## src/rtl/i2c_master_pkg.sv

```systemverilog
// Shared definitions for the byte-level I2C master: state encoding,
// default field widths and the width of the per-bit down-counter.
package i2c_master_pkg;

  localparam int unsigned ADDR_W_DEF = 7;
  localparam int unsigned DATA_W_DEF = 8;
  localparam int unsigned BIT_CNT_W  = 4;

  typedef enum logic [3:0] {
    ST_IDLE,
    ST_START,
    ST_ADDR,
    ST_ADDR_ACK,
    ST_WRITE,
    ST_WRITE_ACK,
    ST_READ,
    ST_READ_ACK,
    ST_STOP
  } state_e;

endpackage

```

## src/rtl/i2c_edge_tick_decoder.sv

```systemverilog
// Decodes the clock generator's edge-detect counter into two strobes that
// land in the middle of the SCL-low and SCL-high phases. Data changes on
// low_tick and is sampled on high_tick, so SDA never moves near an SCL edge.
module i2c_edge_tick_decoder (
  input  logic [7:0] prescaler,
  input  logic       scl,
  input  logic [7:0] counter_detect_edge,
  output logic       low_tick,
  output logic       high_tick
);

  logic [7:0] mid;
  logic [7:0] mid_hi;
  logic       at_mid;

  // Mid-phase positions of the counter for the low half and the high half.
  always_comb begin
    mid       = prescaler >> 1;
    mid_hi    = prescaler + mid;
    at_mid    = (counter_detect_edge == mid) || (counter_detect_edge == mid_hi);
    low_tick  = at_mid && !scl;
    high_tick = at_mid && scl;
  end

endmodule

```

## src/rtl/i2c_master_byte_fsm.sv

```systemverilog
// Single-byte I2C master transaction engine: START, address + R/W,
// one data byte written or read, ACK handling, STOP. SCL itself comes from
// an external clock generator that this block only enables.
module i2c_master_byte_fsm
  import i2c_master_pkg::*;
#(
  parameter int ADDR_W = ADDR_W_DEF,
  parameter int DATA_W = DATA_W_DEF
) (
  input  logic              i2c_core_clock_i,
  input  logic              reset_bit_i,
  input  logic [7:0]        prescaler_i,
  input  logic              scl_i,
  input  logic [7:0]        counter_detect_edge_i,
  output logic              scl_en_o,
  input  logic              cmd_valid_i,
  output logic              cmd_ready_o,
  input  logic              cmd_rw_i,
  input  logic [ADDR_W-1:0] cmd_addr_i,
  input  logic [DATA_W-1:0] cmd_wdata_i,
  input  logic              sda_i,
  output logic              sda_o,
  output logic [DATA_W-1:0] rdata_o,
  output logic              done_o,
  output logic              ack_error_o,
  output logic              busy_o
);

  state_e                 state;
  logic                   rw_q;
  logic [ADDR_W:0]        addr_rw_q;
  logic [DATA_W-1:0]      wdata_q;
  logic [DATA_W-1:0]      rd_shift_q;
  logic [BIT_CNT_W-1:0]   bit_cnt_q;
  logic                   low_tick;
  logic                   high_tick;

  i2c_edge_tick_decoder u_tick (
    .prescaler           (prescaler_i),
    .scl                 (scl_i),
    .counter_detect_edge (counter_detect_edge_i),
    .low_tick            (low_tick),
    .high_tick           (high_tick)
  );

  // Transaction sequencer; every output is a register written here.
  // NOTE: all state and outputs use <= so every branch sees the values from
  // before this edge, exactly as the flops behave.
  always_ff @(posedge i2c_core_clock_i) begin
    if (reset_bit_i) begin
      state       <= ST_IDLE;
      sda_o       <= 1'b1;
      scl_en_o    <= 1'b0;
      cmd_ready_o <= 1'b1;
      busy_o      <= 1'b0;
      done_o      <= 1'b0;
      ack_error_o <= 1'b0;
      rdata_o     <= '0;
      bit_cnt_q   <= '0;
      rw_q        <= 1'b0;
      addr_rw_q   <= '0;
      wdata_q     <= '0;
      rd_shift_q  <= '0;
    end else begin
      // NOTE: done_o defaults low every cycle so the STOP branch yields a
      // single-cycle pulse without a separate clear path.
      done_o <= 1'b0;
      case (state)
        ST_IDLE: begin
          if (cmd_valid_i && cmd_ready_o) begin
            rw_q        <= cmd_rw_i;
            addr_rw_q   <= {cmd_addr_i, cmd_rw_i};
            wdata_q     <= cmd_wdata_i;
            cmd_ready_o <= 1'b0;
            busy_o      <= 1'b1;
            scl_en_o    <= 1'b1;
            ack_error_o <= 1'b0;
            state       <= ST_START;
          end
        end
        ST_START: begin
          // SDA falls while SCL is high: START condition.
          if (high_tick) begin
            sda_o     <= 1'b0;
            bit_cnt_q <= BIT_CNT_W'(ADDR_W);
            state     <= ST_ADDR;
          end
        end
        ST_ADDR: begin
          if (low_tick) begin
            sda_o <= addr_rw_q[bit_cnt_q];
          end else if (high_tick) begin
            if (bit_cnt_q == '0) state <= ST_ADDR_ACK;
            else                 bit_cnt_q <= bit_cnt_q - 1'b1;
          end
        end
        ST_ADDR_ACK: begin
          if (low_tick) begin
            sda_o <= 1'b1;
          end else if (high_tick) begin
            if (sda_i) begin
              ack_error_o <= 1'b1;
              state       <= ST_STOP;
            end else begin
              bit_cnt_q <= BIT_CNT_W'(DATA_W - 1);
              state     <= rw_q ? ST_READ : ST_WRITE;
            end
          end
        end
        ST_WRITE: begin
          if (low_tick) begin
            sda_o <= wdata_q[bit_cnt_q];
          end else if (high_tick) begin
            if (bit_cnt_q == '0) state <= ST_WRITE_ACK;
            else                 bit_cnt_q <= bit_cnt_q - 1'b1;
          end
        end
        ST_WRITE_ACK: begin
          if (low_tick) begin
            sda_o <= 1'b1;
          end else if (high_tick) begin
            if (sda_i) ack_error_o <= 1'b1;
            state <= ST_STOP;
          end
        end
        ST_READ: begin
          if (low_tick) begin
            sda_o <= 1'b1;
          end else if (high_tick) begin
            rd_shift_q <= {rd_shift_q[DATA_W-2:0], sda_i};
            if (bit_cnt_q == '0) state <= ST_READ_ACK;
            else                 bit_cnt_q <= bit_cnt_q - 1'b1;
          end
        end
        ST_READ_ACK: begin
          // Master NACK: leave SDA released for the whole ninth bit.
          if (low_tick) begin
            sda_o <= 1'b1;
          end else if (high_tick) begin
            state <= ST_STOP;
          end
        end
        ST_STOP: begin
          // SDA low during SCL low, then rises while SCL is high: STOP.
          if (low_tick) begin
            sda_o <= 1'b0;
          end else if (high_tick) begin
            sda_o       <= 1'b1;
            scl_en_o    <= 1'b0;
            done_o      <= 1'b1;
            busy_o      <= 1'b0;
            cmd_ready_o <= 1'b1;
            bit_cnt_q   <= '0;
            if (rw_q && !ack_error_o) rdata_o <= rd_shift_q;
            state       <= ST_IDLE;
          end
        end
        default: state <= ST_IDLE;
      endcase
    end
  end

endmodule

```

## config.mk

```make
export PLATFORM = sky130hd
export DESIGN_NAME = i2c_master_byte_fsm
export DESIGN_NICKNAME = d
export VERILOG_FILES = /design/src/rtl/i2c_master_pkg.sv /design/src/rtl/i2c_edge_tick_decoder.sv /design/src/rtl/i2c_master_byte_fsm.sv
export SDC_FILE = /design/constraint.sdc
export NUM_CORES = 1
export LEC_CHECK = 0
export ABC_AREA = 1
export CELL_PAD_IN_SITES_DETAIL_PLACEMENT = 1
export CELL_PAD_IN_SITES_GLOBAL_PLACEMENT = 2
export CORE_ASPECT_RATIO = 1.5
export CORE_MARGIN = 10
export CORE_UTILIZATION = 28
export DETAILED_ROUTE_END_ITERATION = 12
export HOLD_SLACK_MARGIN = 0.03
export PLACE_DENSITY = 0.85
export SLEW_MARGIN = 20
export SYNTH_ARGS = -nofsm -noshare
export SYNTH_HDL_FRONTEND = slang
export SYNTH_SLANG_ARGS = --single-unit
```

## constraint.sdc

```tcl
create_clock -name i2c_core_clock_i -period 3.15 [get_ports i2c_core_clock_i]
set_clock_uncertainty 0.15 [all_clocks]
set_input_delay 0.63 -clock i2c_core_clock_i [delete_from_list [all_inputs] [get_ports i2c_core_clock_i]]
set_output_delay 0.63 -clock i2c_core_clock_i [all_outputs]
set_load 0.03 [all_outputs]
```

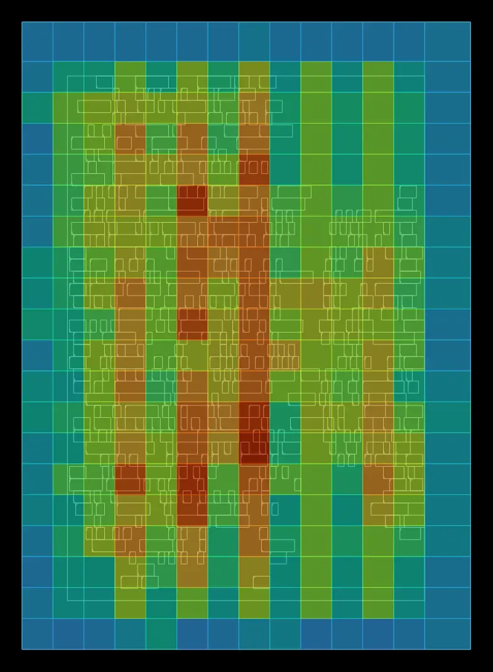
**Above:** run 1 (track usage over the die).
global routing's busiest layer: met2
routing usage on met2: 0.215
met1 global-route usage: 0.131

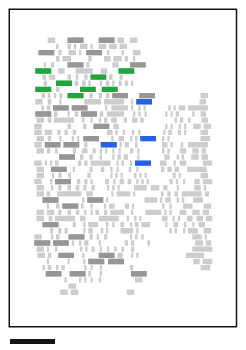
**Above:** run 1 (register map, names as in the netlist).
Scale bar: 20 um. Other sequential cells in the stronger gray, the rest of the logic in the fainter gray.
- blue: state (sequential cells 4; where center)
- green: rd_shift_q (sequential cells 8)
- not colored: 33

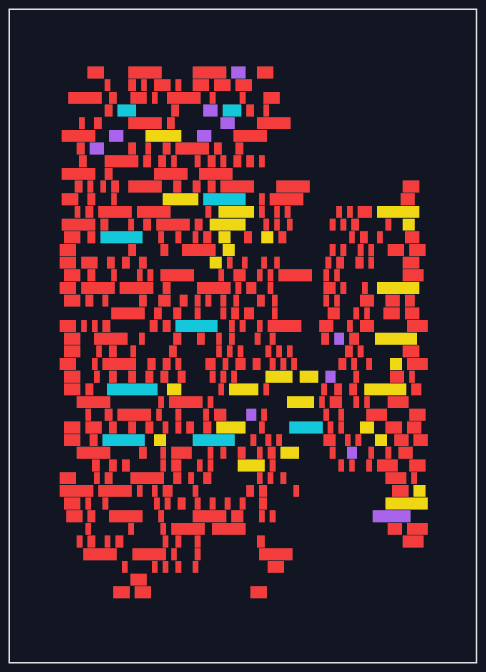
**Above:** run 1 (cell sizes after repair).
- purple: x2 (cells 11; most used o21ai_2)
- yellow: x3 and x4 (cells 27; most used buf_4)
- cyan: x6 and larger (cells 9; most used clkbuf_16)
- red: x1 and smaller (cells 405; most used nand2_1)

==> deck_impl_summary.md, run 1 <==
Run Summary

Status
  – Run status: completed

Finish
  – Most instantiated logic cells after routing: 83 x sky130_fd_sc_hd__nand2_1, 58 x sky130_fd_sc_hd__inv_1, 45 x sky130_fd_sc_hd__dfxtp_1, 43 x sky130_fd_sc_hd__clkdlybuf4s50_1, 42 x sky130_fd_sc_hd__a21oi_1
  – Share of layout cells above drive strength 1: 0.104
  – Final cell utilization of the core: 0.397
  – Layout multi-input combinational cell count: 277
  – Flip-flop and latch area: 901 um2
  – Sequential fraction of total cell area: 0.244
  – Buffer share of cell area: 0.170
  – Clock network area share: 0.0454

Yosys
  – Number of cells produced by synthesis: 390
  – Sequential area share after synthesis: 0.336
  – Number of distinct standard cells referenced by the synthesized netlist: 38
  – Area of the mapped netlist: 2680 um2
  – Yosys synthesis warning count: 0
  – Syn_nets: 436
  – Chip Area, Yosys: 2680 um2
  – XORs/XNORs by Area: 0.0457
  – Synth Area in Simple Gates: 0.284

Critical path
  – Class of the most critical setup path: in -> reg
  – Endpoint of the worst setup timing path: rdata_o[1]$_SDFFE_PP0P_
  – Crit path max-delay family: simple AND/OR/NAND/NOR gates
  – Cells along the critical path: clkdlybuf4s50_1 > ha_4 > nand2_1 > nor2_1 > nand3_1 > nand2_1 > nand2_1 > nand2_1 > nand2_1 > nor2_2 > nand2_2 > a21oi_4 > buf_12 > nand4_4 > buf_6 > a21oi_2
  – Reg2reg end: bit_cnt_q[0]$_SDFFE_PP0P_
  – Crit path capture type: register
  – Type of element launching the critical path: input pin
  – Total number of cells along the worst setup path: 16
  – Arrival time of data at the critical path endpoint: 2940 ps
  – Highest fanout seen on the critical path: 6
  – Number of buffer and inverter stages on the critical path: 3
  – Crit-path slowest cell: sky130_fd_sc_hd__clkdlybuf4s50_1

Power and ir drop
  – Flop+latch power: 0.801 mW
  – Internal power of the cells: 1.46 mW
  – Peak VDD IR: 549 uV
  – Fraction of power consumed by combinational cells: 0.439
  – Comb group: 1.10 mW
  – Max power group: combinational logic
  – Switching Share: 0.418
  – Power drawn by the clock network: 0.608 mW

STA
  – Sum Neg Setup Slack: 0 ps
  – Share of the clock period used by the worst path after layout: 0.909
  – Setup WS post-layout: 286 ps
  – # setup viols final: 0
  – Final count of hold timing violations: 0

Routing
  – Wirelength, routed: 8180 um
  – M1 WL: 3480 um
  – Post-route antenna net violation count: 0
  – Detailed-route vias per instance: 4.82
  – Total met3 wirelength after detailed routing: 263 um
  – DRC violation count after routing: 0

Global routing
  – Initial antenna violation count: 0
  – Grt total ovfl: 0
  – Global-route usage over all layers: 0.118
  – First-pass GRT wire length: 13,600 um

Floorplanning
  – IO Count: 51
  – Floorplan die width: 99.9 um

Clocking
  – Clock-pin slew on the worst setup and hold paths: 70 ps
  – # resized after CTS: 5
  – TritonCTS clock tree: yes
  – Clk sinks: 45
  – Post-CTS setup buffer count: 2
  – Clock latency on the worst-skew pair: 290 ps
## run 1: cells in the mapped netlist (all sizes together)
cell	n	share of area
a21oi	46	0.094
a22oi	1	0.0028
a31oi	2	0.0047
buf	5	0.014
clkbuf	5	0.0070
clkinv	2	0.0028
dfxtp	45	0.34
fa	1	0.0075
ha	8	0.037
inv	58	0.081
nand2	88	0.13
nand3	22	0.050
nand3b	4	0.011
nand4	4	0.021
nor2	37	0.053
nor3	2	0.0079
nor4	3	0.0070
o211ai	1	0.0028
o21a	1	0.0028
o21ai	37	0.072
o22ai	1	0.0023
o31ai	1	0.0028
or2	2	0.0056
xnor2	6	0.020
xor2	8	0.026
==> run 2, diff against run 1 <==
CAP_MARGIN = 30   (was unset)
==> deck_impl_summary.md, run 2 <==
Run Summary

STA
  – # setup viols final: 0
  – Final count of hold timing violations: 0

Clocking
  – Post-CTS setup buffer count: 2
  – Clk sinks: 45
  – # resized after CTS: 5
  – Clock latency on the worst-skew pair: 290 ps

Yosys
  – Number of distinct standard cells referenced by the synthesized netlist: 38
  – Synth Flop Type: sky130_fd_sc_hd__dfxtp_1
  – Synth async-reset ratio: 0
  – Number of synthesized flops with an enable pin: 0
  – Syn_nets: 436
  – Top cells by count, synth: 84 x sky130_fd_sc_hd__nand2_1, 58 x sky130_fd_sc_hd__inv_1, 45 x sky130_fd_sc_hd__dfxtp_1
  – Dominant cell by count in the synthesized netlist: sky130_fd_sc_hd__nand2_1
  – Cell type with the largest total area after synthesis: sky130_fd_sc_hd__dfxtp_1
  – Yosys synthesis warning count: 0
  – XORs/XNORs by Area: 0.0457
  – Area of the mapped netlist: 2680 um2
  – Sequential area share after synthesis: 0.336
  – Synth Area in Simple Gates: 0.284

Critical path
  – Crit path capture type: register
  – Crit-path slowest cell: sky130_fd_sc_hd__clkdlybuf4s50_1
  – Crit path max-delay family: simple AND/OR/NAND/NOR gates
  – Class of the most critical setup path: in -> reg
  – Highest fanout seen on the critical path: 6
  – Endpoint of the worst setup timing path: rdata_o[1]$_SDFFE_PP0P_
  – Total number of cells along the worst setup path: 16
  – Arrival time of data at the critical path endpoint: 2940 ps
  – Type of element launching the critical path: input pin

Finish
  – Clock network area share: 0.0454
  – Share of layout cells above drive strength 1: 0.104
  – Layout multi-input combinational cell count: 277

Power and ir drop
  – Peak VDD IR: 549 uV

Floorplanning
  – IO Count: 51
  – Floorplan die width: 99.9 um

Status
  – Run status: completed

Global routing
  – Grt total ovfl: 0

Routing
  – DRC violation count after routing: 0
==> run 2: cell counts after synthesis <==
No cell type changed its count.
==> run 2: through the flow <==
stage               setup slack [ps]  setup TNS [ps]  hold slack (ps)  instance area (um2)  cells
floorplan                        425               0              275                 2680    390
detailed placement              -358           -7530              289                 3340    552
finish                           286               0              295                 3690    564
CTS                             54.1               0              300                 3570    564
global route                    56.8               0              321                 3690    564
global placement                -265           -5570              284                 3340    552
==> run 2: layer usage <==
layer,vias to the layer above,GRT usage,routed length (um)
met1,1273,0.131,3480
met4,0,0.0379,128
met5,-,0,0
li1,1385,-,-
met2,51,0.215,4310
met3,8,0.0253,263
==> run 2: power by group <==
| part | switching [mW] | internal (mW) |
|---|---|---|
| registers | 0.120 | 0.681 |
| logic | 0.697 | 0.405 |
| clock network | 0.232 | 0.376 |
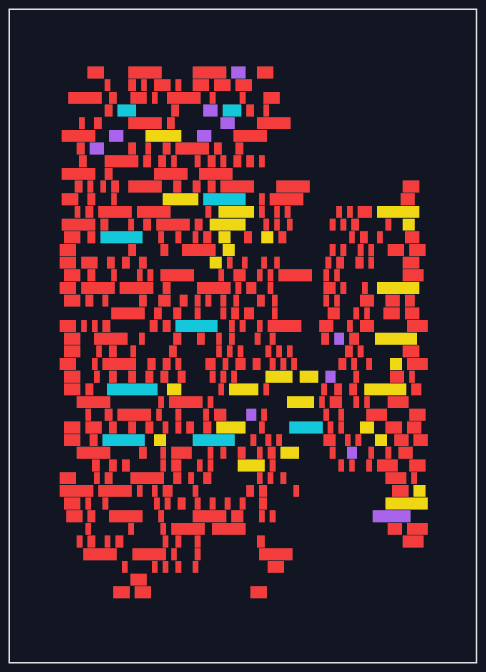
**Above:** run 2 (cell sizes after repair).
- red: x1 and smaller (cells 405; most used nand2_1)
- cyan: x6 and larger (cells 9; most used clkbuf_16)
- purple: x2 (cells 11; most used o21ai_2)
- yellow: x3 and x4 (cells 27; most used buf_4)

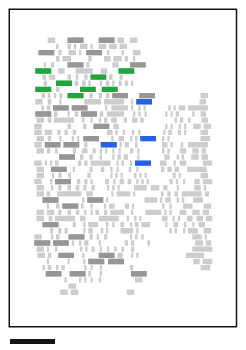
**Above:** run 2 (register map, names as in the netlist).
Scale bar: 20 um. Other sequential cells in the stronger gray, the rest of the logic in the fainter gray.
- blue: state (sequential cells 4; where center)
- green: rd_shift_q (sequential cells 8)
- not colored: 33

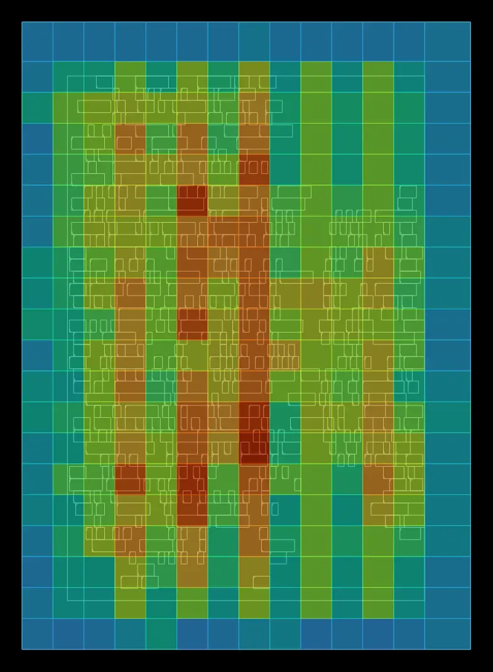
**Above:** run 2 (track usage over the die).
met3 usage: 0.0253
final cell utilization of the core: 0.397
global-route usage over all layers: 0.118
average wire length per cell after detail routing: 14.5 um

Power and IR drop assume default switching activity.
